**src/rtl/anim_pkg.sv**
```systemverilog
// Shared types and defaults for the frame-ROM animation playback path.
package anim_pkg;

  typedef enum logic [1:0] {
    IDLE,
    PLAYING,
    PAUSED,
    DONE
  } anim_state_t;

  localparam int DEF_NUM_FRAMES = 21;
  localparam int DEF_IDX_W      = 5;
  localparam int DEF_TICK_DIV   = 1048576;
  localparam int DEF_SPEED_W    = 3;

  // Colour the frame-select mux drives while frameValid is low.
  localparam logic [11:0] BLANK_COLOR = 12'hFFF;

endpackage

```
**src/rtl/frame_tick_gen.sv**
```systemverilog
// Base-tick divider followed by a speed prescaler; pulses once per speed+1 base ticks.
module frame_tick_gen
  import anim_pkg::*;
#(
  parameter int TICK_DIV = DEF_TICK_DIV,
  parameter int SPEED_W  = DEF_SPEED_W
) (
  input  logic               vgaClk,
  input  logic               resetN,
  input  logic               en,
  input  logic               clr,
  input  logic [SPEED_W-1:0] speed,
  output logic               advPulse
);

  localparam int CNT_W = (TICK_DIV > 1) ? $clog2(TICK_DIV) : 1;
  localparam logic [CNT_W-1:0] CNT_MAX = CNT_W'(TICK_DIV - 1);

  logic [CNT_W-1:0]   baseCnt;
  logic [SPEED_W-1:0] prescale;
  logic               baseTick;

  assign baseTick = en && !clr && (baseCnt == CNT_MAX);
  assign advPulse = baseTick && (prescale == speed);

  // A prescaler left above a newly lowered speed falls back to 0 on the next tick.
  always_ff @(posedge vgaClk or negedge resetN) begin
    if (!resetN) begin
      baseCnt  <= '0;
      prescale <= '0;
    end else if (clr) begin
      baseCnt  <= '0;
      prescale <= '0;
    end else if (en) begin
      if (baseTick) begin
        baseCnt  <= '0;
        prescale <= (prescale >= speed) ? '0 : prescale + 1'b1;
      end else begin
        baseCnt <= baseCnt + 1'b1;
      end
    end
  end

endmodule

```
**src/rtl/animation_sequencer.sv**
```systemverilog
// Playback controller choosing the frame index; index changes commit only on a vblank rising edge.
module animation_sequencer
  import anim_pkg::*;
#(
  parameter int NUM_FRAMES = DEF_NUM_FRAMES,
  parameter int IDX_W      = DEF_IDX_W,
  parameter int TICK_DIV   = DEF_TICK_DIV,
  parameter int SPEED_W    = DEF_SPEED_W
) (
  input  logic               vgaClk,
  input  logic               resetN,
  input  logic               vblank,
  input  logic               play,
  input  logic               stepReq,
  input  logic               restart,
  input  logic               loopEn,
  input  logic [SPEED_W-1:0] speed,
  output logic [IDX_W-1:0]   frameIdx,
  output logic               frameValid,
  output logic               busy,
  output logic               donePulse
);

  localparam logic [IDX_W-1:0] LAST_IDX = IDX_W'(NUM_FRAMES - 1);

  anim_state_t      state, nextState;
  logic             vblankD, vbEdge, commit;
  logic             pendValid;
  logic [IDX_W-1:0] pendIdx, base, nextIdx;
  logic             canAdv, doneArmed, goDone, restartAct, loadZero;
  logic             tickEn, tickClr, tickAdv, advReq, advTake;

  assign vbEdge     = vblank && !vblankD;
  assign commit     = vbEdge && pendValid;
  assign restartAct = restart && (state != IDLE);
  assign goDone     = commit && doneArmed && !restartAct;
  assign busy       = (state == PLAYING);

  // Next index is taken from the pending slot when one exists, so a same-cycle commit chains correctly.
  always_comb begin
    base    = pendValid ? pendIdx : frameIdx;
    nextIdx = base + 1'b1;
    canAdv  = 1'b1;
    if (base == LAST_IDX) begin
      nextIdx = '0;
      canAdv  = loopEn;
    end
  end

  always_comb begin
    nextState = state;
    loadZero  = 1'b0;
    if (restartAct) begin
      nextState = play ? PLAYING : PAUSED;
      loadZero  = 1'b1;
    end else begin
      case (state)
        IDLE: begin
          if (play) begin
            nextState = PLAYING;
            loadZero  = 1'b1;
          end
        end
        PLAYING: begin
          if (goDone)     nextState = DONE;
          else if (!play) nextState = PAUSED;
        end
        PAUSED: begin
          if (goDone)    nextState = DONE;
          else if (play) nextState = PLAYING;
        end
        DONE: nextState = DONE;
        default: nextState = IDLE;
      endcase
    end
  end

  assign tickEn  = (state == PLAYING);
  assign tickClr = restartAct || ((state != PLAYING) && (nextState == PLAYING));

  frame_tick_gen #(
    .TICK_DIV (TICK_DIV),
    .SPEED_W  (SPEED_W)
  ) u_tick (
    .vgaClk   (vgaClk),
    .resetN   (resetN),
    .en       (tickEn),
    .clr      (tickClr),
    .speed    (speed),
    .advPulse (tickAdv)
  );

  // Only one pending index is held; a request arriving while it is occupied is dropped.
  assign advReq  = ((state == PLAYING) && tickAdv) || ((state == PAUSED) && stepReq);
  assign advTake = advReq && canAdv && !restartAct && !goDone && (!pendValid || commit);

  always_ff @(posedge vgaClk or negedge resetN) begin
    if (!resetN) begin
      state     <= IDLE;
      vblankD   <= 1'b0;
      donePulse <= 1'b0;
    end else begin
      state     <= nextState;
      vblankD   <= vblank;
      donePulse <= goDone;
    end
  end

  always_ff @(posedge vgaClk or negedge resetN) begin
    if (!resetN) begin
      frameIdx   <= '0;
      frameValid <= 1'b0;
      pendValid  <= 1'b0;
      pendIdx    <= '0;
      doneArmed  <= 1'b0;
    end else begin
      if (commit) begin
        frameIdx   <= pendIdx;
        frameValid <= 1'b1;
      end
      if (loadZero) begin
        pendValid <= 1'b1;
        pendIdx   <= '0;
      end else if (advTake) begin
        pendValid <= 1'b1;
        pendIdx   <= nextIdx;
      end else if (commit) begin
        pendValid <= 1'b0;
      end
      if (loadZero || goDone)
        doneArmed <= 1'b0;
      else if (advTake && !loopEn && (nextIdx == LAST_IDX))
        doneArmed <= 1'b1;
    end
  end

endmodule

```
**config.mk**
```make
export PLATFORM = sky130hd
export DESIGN_NAME = animation_sequencer
export DESIGN_NICKNAME = d
export VERILOG_FILES = /design/src/rtl/anim_pkg.sv /design/src/rtl/frame_tick_gen.sv /design/src/rtl/animation_sequencer.sv
export SDC_FILE = /design/constraint.sdc
export NUM_CORES = 1
export LEC_CHECK = 0
export ABC_AREA = 0
export CORE_MARGIN = 8
export CORE_UTILIZATION = 55
export CTS_CLUSTER_SIZE = 16
export DETAILED_ROUTE_END_ITERATION = 8
export PLACE_DENSITY_LB_ADDON = 0.08
export SETUP_SLACK_MARGIN = 0.15
export SYNTH_ARGS = -nofsm -noshare
export SYNTH_HDL_FRONTEND = slang
export SYNTH_SLANG_ARGS = --single-unit
```
**constraint.sdc**
```tcl
create_clock -name vgaClk -period 2.9 [get_ports vgaClk]
set_clock_uncertainty 0.15 [all_clocks]
set_input_delay 0.435 -clock vgaClk [delete_from_list [all_inputs] [get_ports vgaClk]]
set_output_delay 0.435 -clock vgaClk [all_outputs]
set_load 0.005 [all_outputs]
```
==> results.tsv, run 1 <==
stage	metric	value	unit
status	outcome	complete, no violations	
finish	Top cells excl fill/tap	dfrtp_1 (40), nor2_1 (23), xnor2_1 (19)	
pwr	switching power	0.286	mW
route	Pre-antenna DRT Iters	5	
finish	Largest regs	u_tick.baseCnt: 20 flops, frameIdx: 5 flops, pendIdx: 5 flops	
synthesis	yosys cell count	235	
synthesis	Dominant cell area share	0.429	
finish	most frequent logic cell in the layout	dfrtp_1	
route	# DRC	0	
synthesis	warnings from Yosys	0	
finish	FF/Latch Area	1000	µm²
setup_path	r2r setup slk	0.68	ns
route	DRT Wirelength	4.44	mm
finish	mi-comb count	174	
floorplanning	fp util	0.579	
place	post-DP HPWL	3.23	mm
global_route	GRT busiest layer	met2	
final_timing	final hold violation count	0	
finish	NonClk Buf Share	0.0762	
finish	Non-clock buffers	22	
clock_tree	Sink Count	40	
synthesis	area leader, netlist	dfrtp_1	
final_timing	Fmax	450	MHz
synthesis	Post-Synthesis Cells	235	
setup_path	CP max-delay cell	dfrtp_1	
setup_path	CP Class	reg2reg	
pwr	Pwr Total	1.18	mW
synthesis	synthesized area	2330	µm²
finish	max FFs per register	20	
route	Post-DRT Antenna Nets	0	
global_route	initial antenna violation count	0	
final_timing	fin crit share	0.766	
setup_path	CP Launch Point	pendValid	
pwr	Seq power	0.581	mW
clock_tree	CTS tree	built	
synthesis	post-synth cell types	47	
setup_path	Critical Path Start Type	flip-flop	
final_timing	slew at the pin closest to its max-slew limit	0.883	ns
synthesis	Top cells by area	dfrtp_1 (43%), xnor2_1 (7.1%), mux2_2 (3.9%), ha_1 (3.8%), nor2_1 (3.7%)	
route	vias per cell	5.62	
synthesis	Synth async-reset ratio	1.00	
synthesis	register share after synthesis	0.429	
floorplanning	die area	6580	µm²
clock_tree	post-CTS setup buffer count	0	
global_route	largest net degree at the start of global routing	41	
synthesis	post-synthesis mux area share	0.0515	
pwr	Int Power	0.894	mW
final_timing	Final Setup Violations	0	
pwr	Top power group	registers	
setup_path	Critical Path AT	2.29	ns
synthesis	Synth Area in Simple Gates	0.249	
synthesis	Post-Syn Nets	252	
clock_tree	Reg clk slew, reported paths	0.08	ns
route	top routing layer used	met4	
floorplanning	io pins	18	
place	Post-DP Area	2540	µm²
pwr	clock network fraction of total power	0.409	
finish	Top reg by flops	u_tick.baseCnt	
synthesis	Avg Cell Area, Syn	9.92	µm²
final_timing	Pins Over Slew Limit	0	
finish	post-route insts no fill	307	
global_route	first-pass GRT wire length	7.84	mm
route	Met2 Routed Length	2.03	mm
final_timing	RSZ-0062 raised after global routing	false	
finish	fraction of layout cells with a size suffix above 1	0.128	
setup_path	Data required, critical path	2.97	ns
final_timing	fin crit period	2.22	ns
hold_path	Worst Hold Class	in2async	
setup_path	slowest stage delay, CP	0.47	ns
route	via count	1725	
global_route	met3 Use GR	0.0453	
pwr	Switching Share	0.242	
global_route	GR Util met2	0.237	
place	Inst Count DP	299	
finish	clock buffers	6	
route	WL/cell	14.5	µm
final_timing	hold_ws	0.108	ns
synthesis	Synth top cell by count	dfrtp_1	
global_route	grt total ovfl	0	
clock_tree	Root Driver	clkbuf_8	
setup_path	worst r2r src	pendValid	
setup_path	Setup crit end kind	flip-flop	
floorplanning	Core Box Area	4030	µm²
finish	Layout Utilization	0.660	
finish	MI comb area	1220	µm²
route	Metal-1 WL	2.16	mm
finish	design area	2660	µm²
synthesis	Yosys chip area	2330	µm²
pwr	Comb group	0.116	mW
finish	clk cell area share	0.0456	
setup_path	worst path bufs/invs	0	
setup_path	Critical Path End	pendIdx[1]	
setup_path	CP Max Fanout	5	
clock_tree	post_cts resized	0	
synthesis	Main synth FF type	dfrtp_1	
finish	dominant class by area	combinational gates	
finish	flop count	40	
pwr	Pwr Density	444	nW/µm²
setup_path	R2R depth	6	
floorplanning	row count	23	
setup_path	FF-to-FF End	pendIdx[1]	
synthesis	EDFF count, synth	0	
global_route	routing usage on met1	0.196	
final_timing	setup TNS	0	ns
finish	invs w/o clock	13	
pwr	maximum VDD drop	236	µV
global_route	gr usage total	0.151	
finish	Seq area share	0.376	
synthesis	yosys adder share	0.0419	
synthesis	xor/xnor share	0.0714	
setup_path	crit path cell chain	mux2i_1 -> ha_1 -> o211ai_1 -> o2111ai_1 -> o21ai_0 -> a21oi_1	
route	initial drt markers	120	
final_timing	final worst slack	0.678	ns
run_1/pins.png
Pins as bars across the die edge, other pins in gray.
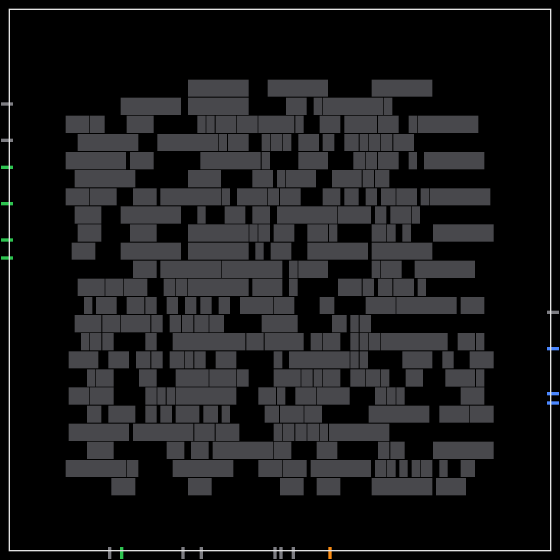
port	color	pins	direction	edge
speed	blue	3	input	east
frameIdx	green	5	output	4 west, 1 south
restart	orange	1	input	south
die width: 81.1 µm
die height: 81.1 µm
Buffers on Ports: 17

run_1/metal_stack.png
Two of the layers only.
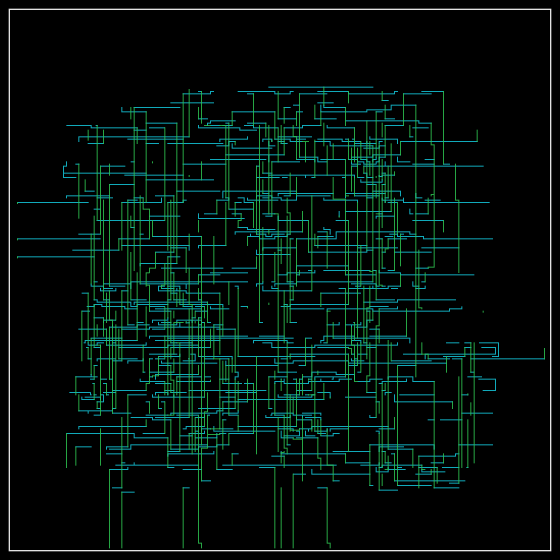
layer	color	wire length
met2	green	2030 µm
met1	cyan	2160 µm

run_1/registers.png
The bar under the picture is 20 µm long. Other sequential cells in the stronger gray, the rest of the logic in the fainter gray.
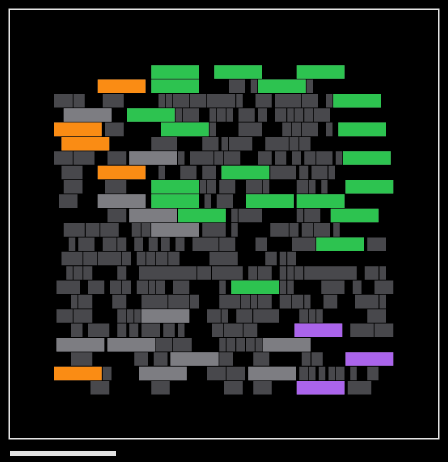
signal	color	sequential cells
u_tick.baseCnt	green	20
frameIdx	orange	5
u_tick.prescale	purple	3
not colored	12

run_1/gate_families.png
The bar under the picture is 20 µm long.
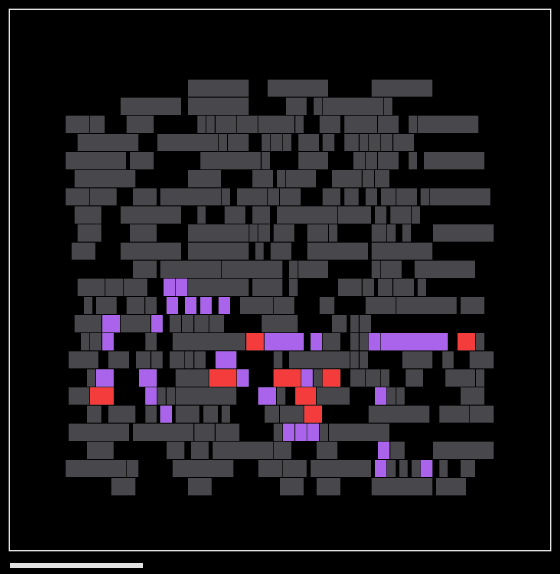
family	color	cells
inverting AOI/OAI gates	purple	28
AND-OR and OR-AND gates	red	8

## Run 2: what changed since run 1
CORE_UTILIZATION = 52   (was 55)
clock period = 1.93 ns   (was 2.9 ns; I/O delays follow)
run_2/metal_stack.png
Two of the layers only.
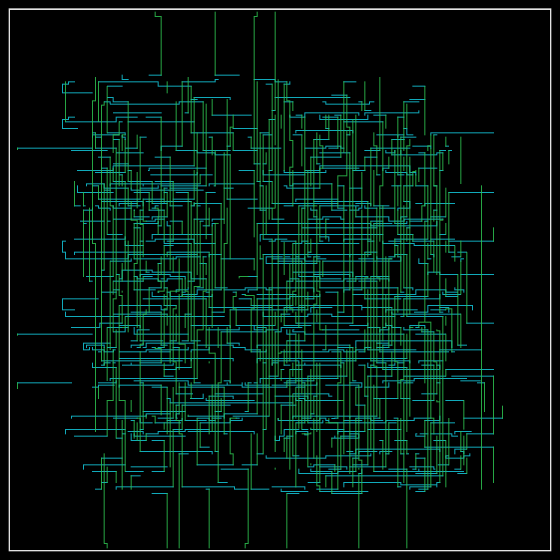
layer	color	wire length
met2	green	3380 µm
met1	cyan	2700 µm
via count: 2074
DRT Wirelength: 6.36 mm
WL/cell: 17.2 µm

==> run 2 against run 1 <==
The run now ends with setup timing left. Clock-buffer cell count increased by 1. Sequential share of layout area is 7.8 points lower. Design area up 26%. Flip-flop count did not move. Global-route usage increased by 2.8 points. Total power up 54%. Combinational power increased to 2.9 times the previous value. Via count rose by 20%. Largest cell class unchanged. Largest power group unchanged.
==> results.tsv, run 2 <==
stage	metric	value	unit
finish	clock buffers	7	
finish	Largest regs	u_tick.baseCnt: 20 flops, frameIdx: 5 flops, pendIdx: 5 flops	
place	Post-DP Area	2960	µm²
final_timing	Pins Over Slew Limit	0	
synthesis	xor/xnor share	0.0714	
finish	ANT cells	0	
setup_path	worst r2r src	pendValid	
route	# DRC	0	
setup_path	crit path cell chain	mux2i_4 -> ha_2 -> buf_4 -> o21bai_1 -> a221o_1 -> nor3_1 -> nor3_1	
finish	max FFs per register	20	
finish	clk cell area share	0.0279	
setup_path	Critical Path Start Type	flip-flop	
pwr	Clk. pwr	0.605	mW
global_route	first-pass GRT wire length	10.4	mm
route	Post-DRT Antenna Nets	0	
synthesis	EDFF count, synth	0	
pwr	clock network fraction of total power	0.333	
global_route	met3 Use GR	0.0303	
finish	flop count	40	
pwr	maximum VDD drop	402	µV
setup_path	FF-to-FF End	pendIdx[4]	
synthesis	Dominant cell area share	0.429	
synthesis	yosys adder share	0.0419	
setup_path	CP Launch Point	pendValid	
setup_path	Setup crit end kind	flip-flop	
synthesis	yosys cell count	235	
finish	FF/Latch Area	1000	µm²
finish	Non-clock buffers	80	
synthesis	comb area leader	simple AND/OR/NAND/NOR gates	
pwr	Switching Share	0.276	
hold_path	Worst Hold Class	in2async	
pwr	Top power group	registers	
final_timing	hold_ws	0.335	ns
global_route	gr usage total	0.179	
final_timing	setup TNS	-1.23	ns
final_timing	Final Setup Violations	18	
global_route	GRT busiest layer	met2	
finish	design area	3360	µm²
synthesis	area leader, netlist	dfrtp_1	
setup_path	Critical Path AT	2.12	ns
clock_tree	htree depth	2	
clock_tree	Root Driver	clkbuf_8	
floorplanning	die height	83.0	µm
status	outcome	finished with violations	
synthesis	register share after synthesis	0.429	
floorplanning	io pins	18	
route	Metal-1 WL	2.70	mm
global_route	initial antenna violation count	0	
finish	post-route insts no fill	371	
place	post-DP HPWL	3.76	mm
setup_path	CP max-delay cell	dfrtp_2	
global_route	vias in the first global route	2164	
setup_path	Critical Path End	pendIdx[4]	
place	Buffers on Ports	17	
job	Tool Warnings	30	
final_timing	Fmax	478	MHz
synthesis	Synth async-reset ratio	1.00	
route	vias per cell	5.59	
setup_path	slowest stage delay, CP	0.52	ns
synthesis	Synth top cell by count	dfrtp_1	
final_timing	slew at the pin closest to its max-slew limit	0.528	ns
clock_tree	Sink Count	40	
clock_tree	clock latency at the later pin of the worst-skew pair	0.30	ns
setup_path	Data required, critical path	1.96	ns
synthesis	Top cells by area	dfrtp_1 (43%), xnor2_1 (7.1%), mux2_2 (3.9%), ha_1 (3.8%), nor2_1 (3.7%)	
setup_path	r2r setup slk	-0.16	ns
pwr	Pwr Density	542	nW/µm²
floorplanning	Core Box Area	4320	µm²
global_route	grt total ovfl	0	
place	Inst Count DP	340	
finish	most frequent logic cell in the layout	buf_4	
synthesis	Post-Syn Nets	252	
route	top routing layer used	met4	
final_timing	final worst slack	-0.163	ns
route	initial drt markers	132	
finish	fraction of layout cells with a size suffix above 1	0.401	
clock_tree	Reg clk slew, reported paths	0.09	ns
setup_path	R2R depth	7	
finish	Seq area share	0.299	
route	Pre-antenna DRT Iters	4	
finish	invs w/o clock	13	
finish	Layout Utilization	0.777	
floorplanning	fp util	0.539	
floorplanning	die width	83.0	µm
finish	MI comb area	1460	µm²
synthesis	Yosys chip area	2330	µm²
status	failing checks	setup timing	
final_timing	fin crit share	1.08	
final_timing	final hold violation count	0	
final_timing	fin crit period	2.09	ns
pwr	Seq power	0.872	mW
synthesis	Compound-Gate Fraction of Synth Area	0.111	
synthesis	Avg Cell Area, Syn	9.92	µm²
setup_path	CP Class	reg2reg	
pwr	Pwr Total	1.82	mW
synthesis	Commonest cells post-synth	dfrtp_1 (40), nor2_1 (23), xnor2_1 (19)	
finish	mi-comb count	178	
clock_tree	post-CTS setup buffer count	13	
finish	Top cells excl fill/tap	buf_4 (53), dfrtp_1 (38), nor2_1 (23)	
finish	Top reg by flops	u_tick.baseCnt	
place	Placer Congestion	0.859	
clock_tree	CTS tree	built	
global_route	largest net degree at the start of global routing	23	
clock_tree	post_cts resized	19	
final_timing	RSZ-0062 raised after global routing	true	
global_route	routing usage on met1	0.211	
floorplanning	row count	24	
synthesis	Main synth FF type	dfrtp_1	
synthesis	Synth Area in Simple Gates	0.249	
synthesis	warnings from Yosys	0	
clock_tree	Clock Tree Buf Depth	2	
route	Met2 Routed Length	3.38	mm
finish	NonClk Buf Share	0.206	
setup_path	CP Max Fanout	7	
setup_path	worst path bufs/invs	1	
floorplanning	die area	6880	µm²
global_route	GR Util met2	0.313	
finish	dominant class by area	combinational gates	
pwr	switching power	0.503	mW
synthesis	post-synth cell types	47	
synthesis	Registers, synthesis	40	
pwr	Comb group	0.342	mW
pwr	Int Power	1.32	mW
synthesis	Post-Synthesis Cells	235	
synthesis	post-synthesis mux area share	0.0515	
finish	combinational share of cell area	0.433	
synthesis	synthesized area	2330	µm²
run_2/final_clocks.png
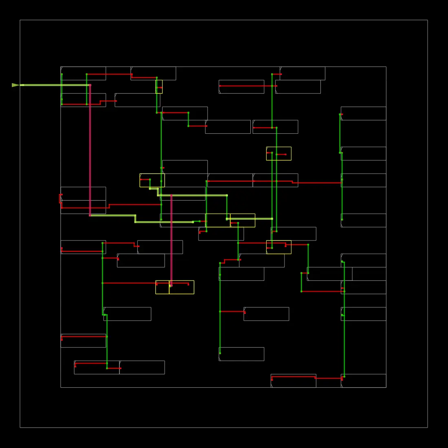

## Run 3: what changed since run 2
CORE_UTILIZATION = 35   (was 52)
run_3/final_clocks.png
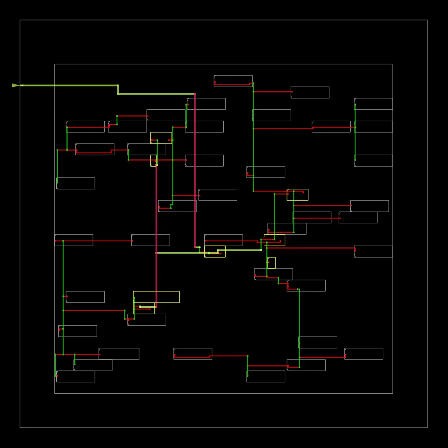
clock buffers: 6
flop count: 40

==> run 3 against run 2 <==
The run still ends with setup timing left. Global-route usage is 3.6 points lower. Critical path depth stayed put. Die area is 38% higher. Largest cell class unchanged. Largest power group unchanged.
==> results.tsv, run 3 <==
stage	metric	value	unit
synthesis	Commonest cells post-synth	dfrtp_1 (40), nor2_1 (23), xnor2_1 (19)	
finish	dominant class by area	combinational gates	
final_timing	final hold violation count	0	
pwr	Pwr Total	1.97	mW
final_timing	fin crit period	2.11	ns
pwr	Comb group	0.396	mW
final_timing	Final Setup Violations	22	
floorplanning	die area	9530	µm²
synthesis	Post-Syn Nets	252	
global_route	initial antenna violation count	0	
global_route	GRT busiest layer	met2	
clock_tree	Sink Count	40	
place	post-DP HPWL	4.01	mm
synthesis	register share after synthesis	0.429	
place	Post-DP Area	3030	µm²
global_route	gr usage total	0.143	
final_timing	final worst slack	-0.176	ns
setup_path	r2r setup slk	-0.18	ns
global_route	met3 Use GR	0.0306	
synthesis	comb area leader	simple AND/OR/NAND/NOR gates	
route	WL/cell	17.2	µm
synthesis	Registers, synthesis	40	
job	Tool Warnings	30	
route	vias per cell	5.18	
route	DRT Wirelength	6.93	mm
status	failing checks	setup timing	
place	Inst Count DP	368	
finish	NonClk Buf Share	0.221	
pwr	Switching Share	0.273	
hold_path	Worst Hold Class	in2async	
final_timing	RSZ-0062 raised after global routing	true	
global_route	first-pass GRT wire length	11.2	mm
setup_path	Critical Path AT	2.13	ns
setup_path	FF-to-FF End	pendIdx[3]	
synthesis	xor/xnor share	0.0714	
synthesis	Yosys chip area	2330	µm²
floorplanning	fp util	0.365	
pwr	Seq power	0.871	mW
finish	most frequent logic cell in the layout	buf_4	
finish	Seq area share	0.266	
status	outcome	finished with violations	
pwr	clock network fraction of total power	0.358	
synthesis	Main synth FF type	dfrtp_1	
finish	max FFs per register	20	
setup_path	CP Max Fanout	7	
synthesis	post-synth cell types	47	
finish	Top cells excl fill/tap	buf_4 (55), dfrtp_1 (39), xnor2_1 (19)	
global_route	largest net degree at the start of global routing	27	
clock_tree	CTS tree	built	
floorplanning	Core Box Area	6390	µm²
global_route	routing usage on met1	0.163	
clock_tree	htree depth	2	
setup_path	Data required, critical path	1.96	ns
floorplanning	die width	97.6	µm
place	Placer Congestion	0.792	
clock_tree	clock latency at the later pin of the worst-skew pair	0.30	ns
pwr	maximum VDD drop	328	µV
finish	ANT cells	0	
synthesis	Avg Cell Area, Syn	9.92	µm²
clock_tree	Root Driver	clkbuf_8	
finish	post-route insts no fill	402	
finish	FF/Latch Area	1000	µm²
route	top routing layer used	met4	
finish	combinational share of cell area	0.446	
setup_path	slowest stage delay, CP	0.51	ns
setup_path	worst path bufs/invs	1	
finish	design area	3770	µm²
synthesis	Post-Synthesis Cells	235	
final_timing	setup TNS	-1.36	ns
pwr	Top power group	registers	
route	Pre-antenna DRT Iters	4	
finish	fraction of layout cells with a size suffix above 1	0.474	
setup_path	CP Class	reg2reg	
route	Metal-1 WL	3.01	mm
global_route	GR Util met2	0.254	
finish	MI comb area	1680	µm²
finish	invs w/o clock	13	
clock_tree	Reg clk slew, reported paths	0.09	ns
pwr	switching power	0.538	mW
floorplanning	die height	97.6	µm
setup_path	Setup crit end kind	flip-flop	
finish	Top reg by flops	u_tick.baseCnt	
synthesis	yosys cell count	235	
clock_tree	post_cts resized	50	
final_timing	Pins Over Slew Limit	0	
finish	Largest regs	u_tick.baseCnt: 20 flops, frameIdx: 5 flops, pendIdx: 5 flops	
route	initial drt markers	85	
synthesis	Synth async-reset ratio	1.00	
setup_path	CP max-delay cell	dfrtp_2	
synthesis	Synth top cell by count	dfrtp_1	
synthesis	EDFF count, synth	0	
floorplanning	io pins	18	
setup_path	Critical Path Start Type	flip-flop	
setup_path	crit path cell chain	mux2i_4 -> ha_4 -> o211ai_1 -> buf_4 -> o2111a_2 -> a21oi_2 -> nor3_1	
synthesis	post-synthesis mux area share	0.0515	
clock_tree	post-CTS setup buffer count	12	
Power is estimated from default activity; no workload was simulated.
